Metal 3:
Drawn at 3 px/um.
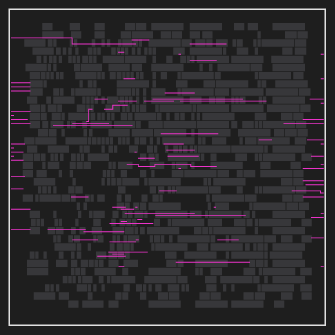
Register map, names as in the netlist:
Drawn at 4 px/um.
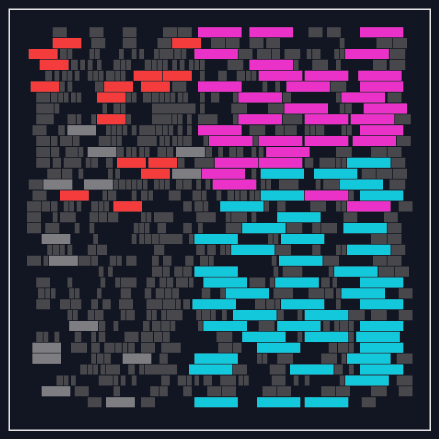
Placed standard cells:
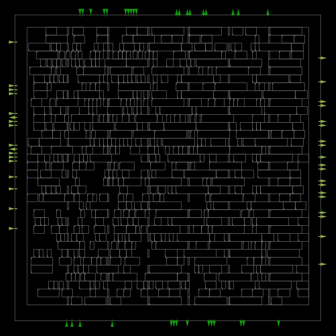
Drive-strength map:
Drawn at 4 px/um.
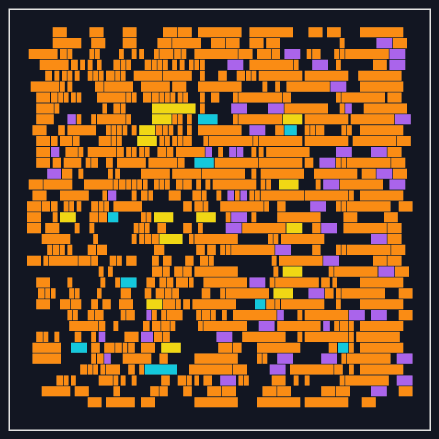
Placed cells, one color a class:
Drawn at 4 px/um.
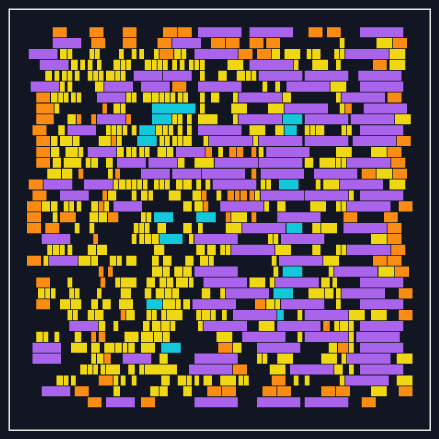
==> config.mk <==
export PLATFORM = sky130hd
export DESIGN_NAME = scmp_opdec_queue
export DESIGN_NICKNAME = d
export VERILOG_FILES = /design/src/rtl/scmp_microcode_pak.sv /design/src/rtl/scmp_opdec_asm.sv /design/src/rtl/scmp_opdec_queue.sv
export SDC_FILE = /design/constraint.sdc
export NUM_CORES = 1
export LEC_CHECK = 0
export ABC_AREA = 0
export CORE_MARGIN = 4
export CORE_UTILIZATION = 55
export CTS_CLUSTER_SIZE = 24
export DETAILED_ROUTE_END_ITERATION = 16
export GPL_TIMING_DRIVEN = 0
export PLACE_DENSITY_LB_ADDON = 0.08
export SLEW_MARGIN = 20
export SYNTH_ARGS = -nofsm -noshare
export SYNTH_HDL_FRONTEND = slang
export SYNTH_HIERARCHICAL = 1
export SYNTH_SLANG_ARGS = --single-unit
==> constraint.sdc <==
create_clock -name clk -period 3.5 [get_ports clk]
set_clock_uncertainty 0.05 [all_clocks]
set_input_delay 0.7 -clock clk [delete_from_list [all_inputs] [get_ports clk]]
set_output_delay 0.7 -clock clk [all_outputs]
set_load 0.02 [all_outputs]
==> results.sh <==
# source this file to load flow results
export IMPL_outcome="finished clean"
export IMPL_grt_use_met2_pct=35.2
export IMPL_cp_end_kind="flip-flop"
export IMPL_dieWidth_um=105
export IMPL_drt_pass1_iterations=7
export IMPL_syn_nets=558
export IMPL_r2r_slack_ns=0.70
export IMPL_top_usage_layer="met2"
export IMPL_path_cells="dlymetal6s2s_1, nor3_2, and2_1, buf_6, nand2_4, inv_1, buf_2, o21ai_0, nand4_1, o32a_1, o211ai_1, a31oi_1, nand2b_1, nor2_1"
export IMPL_top_area_share_pct=44.2
export IMPL_critPathSlowestCell="o21ai_0"
export IMPL_ir_drop_uv=279
export IMPL_slew_headroom_pct=59.8
export IMPL_die_area_um2=11000
export IMPL_fmax_ghz=0.324
export IMPL_drc=0
export IMPL_cp_start_kind="primary input"
export IMPL_fp_util_pct=56.1
export IMPL_drt_vias_per_instance=5.42
export IMPL_p_per_area_nw_per_um2=398
export IMPL_yosysChipArea_um2=5160
export IMPL_maxCapViolCount=0
export IMPL_hold_class="flip-flop to flip-flop"
export IMPL_synth_cells=528
export IMPL_dpl_cell_area_um2=5980
Back to the opening pictures, 'metal 3':
share of all routed wire: 5.4%
wire length on this layer: 649 um
longest straight run: 29.9 um
drt total wl: 12.0 mm
via count: 3,910
met3 Usage GRT: 2.47%

Back to the opening pictures, 'register map, names as in the netlist':
| netlist name | color | flops |
|---|---|---|
| u_asm/addr_q | red | 16 |
| mem | cyan | 44 |
| mem_addr | magenta | 32 |
not colored: 14
Sequential cell area: 2880 um^2
sequential power: 1.39 mW
final design utilization: 67.6%

Back to the opening pictures, 'placed standard cells':
fraction of area in registers: 46.4%
fin cells: 722

Back to the opening pictures, 'drive-strength map':
| size | color | cells | share |
|---|---|---|---|
| _6 and larger | yellow | 15 | 2.5% |
| _0 and _1 cells | orange | 533 | 87% |
| _2 cells | purple | 54 | 8.8% |
| _3 and _4 cells | cyan | 9 | 1.5% |
Non-Clock Buffer Count: 104
Area Overhead vs Synth: 20.5%
final setup margin: 0.411 ns

Back to the opening pictures, 'placed cells, one color a class':
| class | color | cells | share of their area |
|---|---|---|---|
| other buffers and delay cells | orange | 104 | 14% |
| clock drivers and dummy loads | cyan | 16 | 3.6% |
| combinational and other logic | yellow | 385 | 35% |
| flops | purple | 106 | 47% |
finished layout cell area: 6220 um^2
total core area: 9200 um^2

-- cells in the final DEF, fill, tap and decap left out, types with 10 or more instances in the layout --
cell | netlist | final
and3_1 | 10 | 10
dfxtp_1 | 30 | 30
nor2_1 | 85 | 85
edfxtp_1 | 76 | 76
a21oi_1 | 29 | 29
nand2b_1 | 43 | 41
clkdlybuf4s50_1 | 0 | 66
clkbuf_1 | 19 | 18
nand2_1 | 109 | 109
mux2_2 | 38 | 38
-- cell families (layout without fill, tap and decap cells) --
group                    Yosys count  in the layout  synth area share, %
adder cells (fa/ha/maj)            1              1                0.243
flip-flops                       106            106                 55.9
AND/OR/NAND/NOR                  276            276                 24.1
XOR/XNOR                           4              4                0.679
buffers and inverters             46            129                 3.93
other                              1              1               0.0727
multiplexers                      42             42                 9.31
AND-OR/OR-AND                     52             52                 5.77
-- power breakdown --
group	internal, mW	switching, mW
clock	0.352	0.461
combinational	0.119	0.151
sequential	1.38	0.0111
-- through the flow --
stage               worst slack (ns)  TNS [ns]  instances  hold slack, ns  power [mW]
floorplan                      0.149         0        528           0.387        1.56
global placement              -0.633    -53.32        707           0.392        1.68
detailed placement            -0.624    -51.44        707           0.399        1.69
CTS                           0.0239         0        722           0.415        2.48
global route                   0.281         0        722           0.446        2.56
finish                         0.411         0        722           0.412        2.47
-- worst register-to-register path: cells and delay by family, from the launching register on --
family                 cells  cell delay [ns]
AND/OR/NAND/NOR            6             0.66
flip-flops                 1             0.40
buffers and inverters      3             0.37
AND-OR/OR-AND              4             1.07
-- layout make-up --
cell class	instances	area, um^2	area share [%]
Tap cell	111	139	2.23
Inverter	9	33.8	0.543
Buffer	36	165	2.66
Sequential cell	106	2880	46.4
Clock inverter	7	93.8	1.51
Clock buffer	9	124	1.99
Timing Repair Buffer	68	686	11.0
Multi-Input combinational cell	376	2090	33.7
Power is estimated from default activity; no workload was simulated.
